### config.mk
export PLATFORM = sky130hd
export DESIGN_NAME = pipeline_hazard_ctrl
export DESIGN_NICKNAME = d
export VERILOG_FILES = /design/src/rtl/pipe_ctrl_pkg.sv /design/src/rtl/forward_unit.sv /design/src/rtl/pipeline_hazard_ctrl.sv
export SDC_FILE = /design/constraint.sdc
export NUM_CORES = 1
export LEC_CHECK = 0
export CAP_MARGIN = 5
export CORE_UTILIZATION = 49
export DETAILED_ROUTE_END_ITERATION = 8
export GPL_ROUTABILITY_DRIVEN = 0
export PLACE_DENSITY = 0.85
export SYNTH_ARGS = -nofsm -noshare
export SYNTH_HDL_FRONTEND = slang
export SYNTH_SLANG_ARGS = --single-unit
### constraint.sdc
create_clock -name clk_i -period 6.35 [get_ports clk_i]
set_clock_uncertainty 0.05 [all_clocks]
set_input_delay 1.27 -clock clk_i [delete_from_list [all_inputs] [get_ports clk_i]]
set_output_delay 1.27 -clock clk_i [all_outputs]
set_load 0.005 [all_outputs]
### src/rtl/pipe_ctrl_pkg.sv
// Shared definitions for the pipeline sequencing controller.
// Holds RV32 opcode constants, the controller state enum, the forwarding
// select encoding and helpers that decode which source registers an opcode reads.
package pipe_ctrl_pkg;

    localparam logic [6:0] R_TYPE = 7'b0110011;
    localparam logic [6:0] I_TYPE = 7'b0010011;
    localparam logic [6:0] U_TYPE = 7'b0110111;
    localparam logic [6:0] LW     = 7'b0000011;
    localparam logic [6:0] SW     = 7'b0100011;
    localparam logic [6:0] BR     = 7'b1100011;
    localparam logic [6:0] JAL    = 7'b1101111;
    localparam logic [6:0] JALR   = 7'b1100111;
    localparam logic [6:0] HALT   = 7'b0000000;

    typedef enum logic [1:0] {
        RUN    = 2'd0,
        DRAIN  = 2'd1,
        HALTED = 2'd2
    } state_e;

    typedef enum logic [1:0] {
        FWD_REGFILE = 2'b00,
        FWD_WB      = 2'b01,
        FWD_MEM     = 2'b10
    } fwd_sel_e;

    function automatic logic uses_rs1(input logic [6:0] op);
        return op inside {R_TYPE, I_TYPE, LW, SW, BR, JALR};
    endfunction

    function automatic logic uses_rs2(input logic [6:0] op);
        return op inside {R_TYPE, SW, BR};
    endfunction

endpackage

### src/rtl/forward_unit.sv
// EX-stage operand forwarding select for one source register.
// Ports:
//   ex_rs_i        source register of the instruction in EX
//   mem_rd_i/_regwrite_i  destination of the instruction in MEM
//   wb_rd_i/_regwrite_i   destination of the instruction in WB
//   fwd_sel_o      00 regfile, 10 EX/MEM, 01 MEM/WB
module forward_unit
    import pipe_ctrl_pkg::*;
(
    input  logic [4:0] ex_rs_i,
    input  logic [4:0] mem_rd_i,
    input  logic       mem_regwrite_i,
    input  logic [4:0] wb_rd_i,
    input  logic       wb_regwrite_i,
    output logic [1:0] fwd_sel_o
);

    // The younger producer (MEM) wins over the older one (WB); x0 never forwards.
    always_comb begin
        fwd_sel_o = FWD_REGFILE;
        if (mem_regwrite_i && (mem_rd_i != 5'd0) && (mem_rd_i == ex_rs_i)) begin
            fwd_sel_o = FWD_MEM;
        end else if (wb_regwrite_i && (wb_rd_i != 5'd0) && (wb_rd_i == ex_rs_i)) begin
            fwd_sel_o = FWD_WB;
        end
    end

endmodule

### src/rtl/pipeline_hazard_ctrl.sv
// Central sequencing controller for a 5-stage RISC-V pipeline.
// Drives PC / pipeline-register enables and flushes, resolves load-use stalls,
// redirect flushes and memory-wait freezes, sequences the halt instruction through
// a drain-then-stop FSM, and runs a memory-wait watchdog.
// Ports:
//   clk_i, reset_i              clock, synchronous active-high reset
//   id_*_i                      instruction in ID (opcode, valid, rs1, rs2)
//   ex_*_i                      EX rd, load flag, regwrite, taken redirect
//   mem_rd_i/mem_regwrite_i     MEM destination
//   wb_rd_i/wb_regwrite_i       WB destination
//   mem_busy_i                  data memory not ready
//   pc_write_o, ifid_write_o    PC and IF/ID enables
//   ifid_flush_o, idex_flush_o  bubble insertion
//   pipe_en_o                   EX/MEM and MEM/WB enable
//   forward_a_o, forward_b_o    EX operand forwarding selects
//   halted_o, mem_err_o         core stopped, sticky watchdog error
module pipeline_hazard_ctrl
    import pipe_ctrl_pkg::*;
#(
    parameter int unsigned DRAIN_CYCLES = 3,
    parameter int unsigned MEM_TIMEOUT  = 64
) (
    input  logic       clk_i,
    input  logic       reset_i,
    input  logic [6:0] id_opcode_i,
    input  logic       id_valid_i,
    input  logic [4:0] id_rs1_i,
    input  logic [4:0] id_rs2_i,
    input  logic [4:0] ex_rd_i,
    input  logic       ex_memread_i,
    input  logic       ex_regwrite_i,
    input  logic       ex_pc_sel_i,
    input  logic [4:0] mem_rd_i,
    input  logic       mem_regwrite_i,
    input  logic [4:0] wb_rd_i,
    input  logic       wb_regwrite_i,
    input  logic       mem_busy_i,
    output logic       pc_write_o,
    output logic       ifid_write_o,
    output logic       ifid_flush_o,
    output logic       idex_flush_o,
    output logic       pipe_en_o,
    output logic [1:0] forward_a_o,
    output logic [1:0] forward_b_o,
    output logic       halted_o,
    output logic       mem_err_o
);

    localparam int unsigned TW = $clog2(MEM_TIMEOUT + 1);
    localparam int unsigned DW = $clog2(DRAIN_CYCLES + 1);

    state_e          state_q, state_d;
    logic [DW-1:0]   drain_q, drain_d;
    logic [TW-1:0]   wd_q, wd_d;
    logic            err_q, err_d;
    logic [4:0]      ex_rs1_q, ex_rs1_d;
    logic [4:0]      ex_rs2_q, ex_rs2_d;

    logic            load_use;
    logic            halt_det;

    // EX-stage regwrite is not needed: forwarding only sources from MEM and WB.
    logic            unused_ex_regwrite;
    assign unused_ex_regwrite = ex_regwrite_i;

    always_comb begin
        load_use = ex_memread_i && (ex_rd_i != 5'd0) &&
                   ((uses_rs1(id_opcode_i) && (ex_rd_i == id_rs1_i)) ||
                    (uses_rs2(id_opcode_i) && (ex_rd_i == id_rs2_i)));
        // A halt on a redirected (wrong) path or during a freeze is not taken yet.
        halt_det = id_valid_i && (id_opcode_i == HALT) && !ex_pc_sel_i && !mem_busy_i;
    end

    // State register
    always_ff @(posedge clk_i) begin
        if (reset_i) begin
            state_q  <= RUN;
            drain_q  <= '0;
            wd_q     <= '0;
            err_q    <= 1'b0;
            ex_rs1_q <= 5'd0;
            ex_rs2_q <= 5'd0;
        end else begin
            state_q  <= state_d;
            drain_q  <= drain_d;
            wd_q     <= wd_d;
            err_q    <= err_d;
            ex_rs1_q <= ex_rs1_d;
            ex_rs2_q <= ex_rs2_d;
        end
    end

    // Next-state logic
    always_comb begin
        state_d = state_q;
        drain_d = drain_q;

        // Watchdog saturates so the sticky error cannot wrap around.
        if (!mem_busy_i) begin
            wd_d = '0;
        end else if (wd_q == TW'(MEM_TIMEOUT)) begin
            wd_d = wd_q;
        end else begin
            wd_d = wd_q + 1'b1;
        end
        err_d = err_q | (mem_busy_i && (wd_q == TW'(MEM_TIMEOUT - 1)));

        unique case (state_q)
            RUN: begin
                if (halt_det) begin
                    state_d = DRAIN;
                    drain_d = '0;
                end
            end
            DRAIN: begin
                // Only cycles where the back end actually advanced count as drained.
                if (!mem_busy_i) begin
                    if (drain_q == DW'(DRAIN_CYCLES - 1)) begin
                        state_d = HALTED;
                    end else begin
                        drain_d = drain_q + 1'b1;
                    end
                end
            end
            HALTED: begin
                state_d = HALTED;
            end
            default: begin
                state_d = RUN;
            end
        endcase

        // The error is registered first, so the stop lands one edge after it.
        if (err_q) begin
            state_d = HALTED;
        end
    end

    // Output logic
    always_comb begin
        pc_write_o   = 1'b1;
        ifid_write_o = 1'b1;
        ifid_flush_o = 1'b0;
        idex_flush_o = 1'b0;
        pipe_en_o    = 1'b1;
        halted_o     = (state_q == HALTED);
        mem_err_o    = err_q;

        if (!reset_i) begin
            unique case (state_q)
                RUN: begin
                    if (mem_busy_i) begin
                        pc_write_o   = 1'b0;
                        ifid_write_o = 1'b0;
                        pipe_en_o    = 1'b0;
                    end else if (ex_pc_sel_i) begin
                        ifid_flush_o = 1'b1;
                        idex_flush_o = 1'b1;
                    end else if (load_use || halt_det) begin
                        pc_write_o   = 1'b0;
                        ifid_write_o = 1'b0;
                        idex_flush_o = 1'b1;
                    end
                end
                DRAIN: begin
                    pc_write_o   = 1'b0;
                    ifid_write_o = 1'b0;
                    idex_flush_o = 1'b1;
                    pipe_en_o    = !mem_busy_i;
                end
                HALTED: begin
                    pc_write_o   = 1'b0;
                    ifid_write_o = 1'b0;
                    idex_flush_o = 1'b1;
                    pipe_en_o    = 1'b0;
                end
                default: begin
                    pc_write_o = 1'b1;
                end
            endcase
        end
    end

    // Shadow of the ID/EX source fields for forwarding; a bubble carries x0.
    always_comb begin
        ex_rs1_d = ex_rs1_q;
        ex_rs2_d = ex_rs2_q;
        if (idex_flush_o) begin
            ex_rs1_d = 5'd0;
            ex_rs2_d = 5'd0;
        end else if (pipe_en_o) begin
            ex_rs1_d = id_rs1_i;
            ex_rs2_d = id_rs2_i;
        end
    end

    forward_unit u_fwd_a (
        .ex_rs_i        (ex_rs1_q),
        .mem_rd_i       (mem_rd_i),
        .mem_regwrite_i (mem_regwrite_i),
        .wb_rd_i        (wb_rd_i),
        .wb_regwrite_i  (wb_regwrite_i),
        .fwd_sel_o      (forward_a_o)
    );

    forward_unit u_fwd_b (
        .ex_rs_i        (ex_rs2_q),
        .mem_rd_i       (mem_rd_i),
        .mem_regwrite_i (mem_regwrite_i),
        .wb_rd_i        (wb_rd_i),
        .wb_regwrite_i  (wb_regwrite_i),
        .fwd_sel_o      (forward_b_o)
    );

endmodule

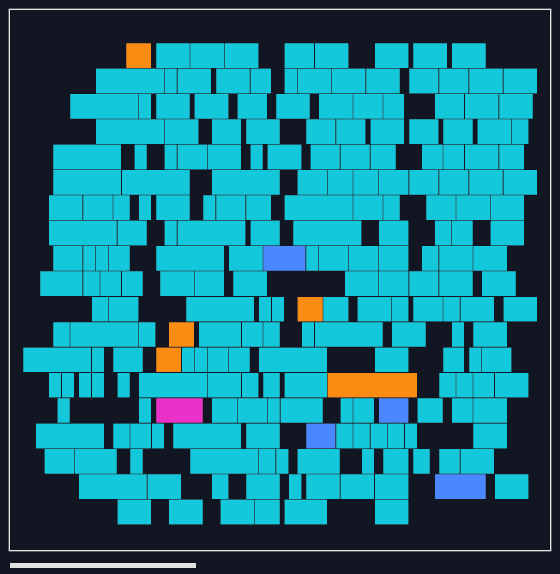
(images/sizes.png)
Scale bar: 20 um.
size	colour	cells	share
_2 cells	blue	4	1.8%
_3 and _4 cells	orange	5	2.2%
_6 and larger	magenta	1	0.44%
_0 and _1 cells	cyan	217	96%
relative area change from synthesis to final layout: 36.2%
count of non-CTS buffers in the layout: 51

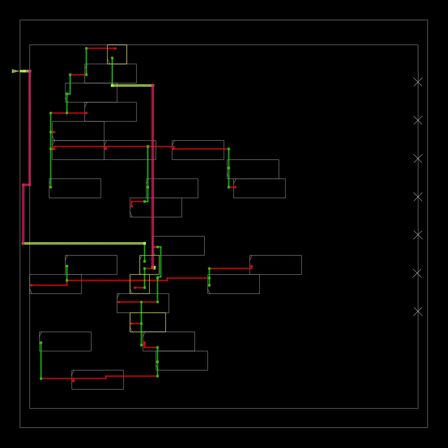
(images/clocks.png)
number of clock buffer instances in the layout: 4
Seq Cell Count: 22
later-pin clock latency in the skew report: 0.31 ns
clk sinks: 22

==> run summary <==
Physical implementation status

The CTS buffer count stands at 3. The cell-internal power stands at 298 uW. The wire length on met3 stands at 192 um. At the placement stage, the worst setup path has a slack of 1.39 ns. met2 track demand over resource after global routing is 0.412.

The most common cell in the synthesized netlist is sky130_fd_sc_hd__xor2_1. The synthesis area per yosys stands at 1530 um^2. Summed over all instances, the cell type with the most area after synthesis is sky130_fd_sc_hd__dfxtp_1.

STA classifies the critical path startpoint as an input pin. The residual DRC count stands at 7. The final antenna diode tally reported by the flow is 0.

A synthesized cell averages 8.71 um^2. The checks that failed: design-rule violations. For this run, the number of Yosys warnings is 0. Across all setup checks in the final design, the least slack found is 1.37 ns. Per the synth stats, the flop cell with the highest instance count is sky130_fd_sc_hd__dfxtp_1. The total area inside the core boundary comes to 2850 um^2. The largest cell class by area is combinational gates. The via-per-instance ratio stands at 5.61. The fraction of layout instances using a drive strength above 1 stands at 0.0441. The proportion of total power due to net switching stands at 0.346. The run finished, with violations left. The initialized floorplan defines 19 standard-cell rows.

Looking at the clock tree report, the H-tree level count equals 1. The total negative setup slack stands at 0 ns. For this run the aggregate overflow at the end of global routing stands at 0. The met2 routed wirelength stands at 1870 um. The number of nets with antenna violations after routing stands at 0.
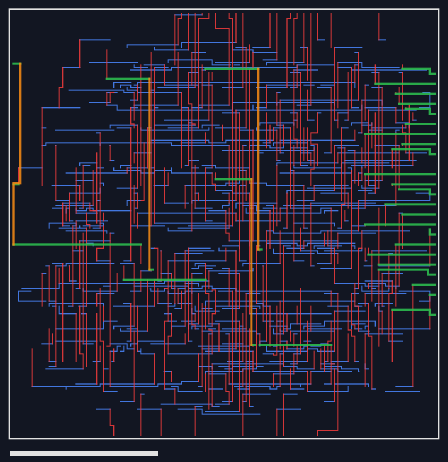
(images/wires.png)
Scale bar: 20 um.
layer	colour	wire length
metal 3	green	193 um
metal 2	red	1870 um
metal 4	orange	98.2 um
metal 1	blue	1700 um
overall track demand over capacity in global routing: 0.239
Routed wire per std cell: 14.9 um
aggregate routed wire length: 3860 um
Vias: 1448

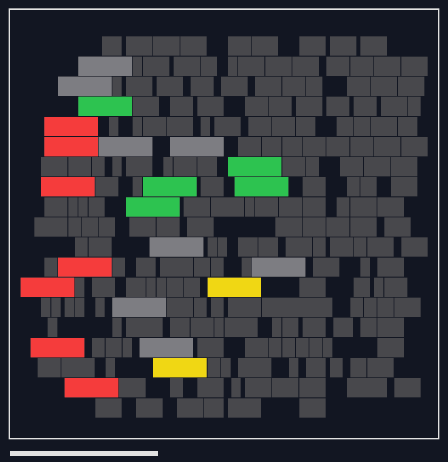
(images/flops_by_reg.png)
Scale bar: 20 um. Other sequential cells in the stronger grey, the rest of the logic in the fainter grey.
name in the netlist	colour	flops
wd_q	red	7
state_q	yellow	2
ex_rs2_q	green	5
not coloured	8
Register Area: 440 um^2
Seq. pwr: 176 uW
fraction of area in registers: 0.211

Power figures rest on the tool's default switching activity, not on a simulated workload.
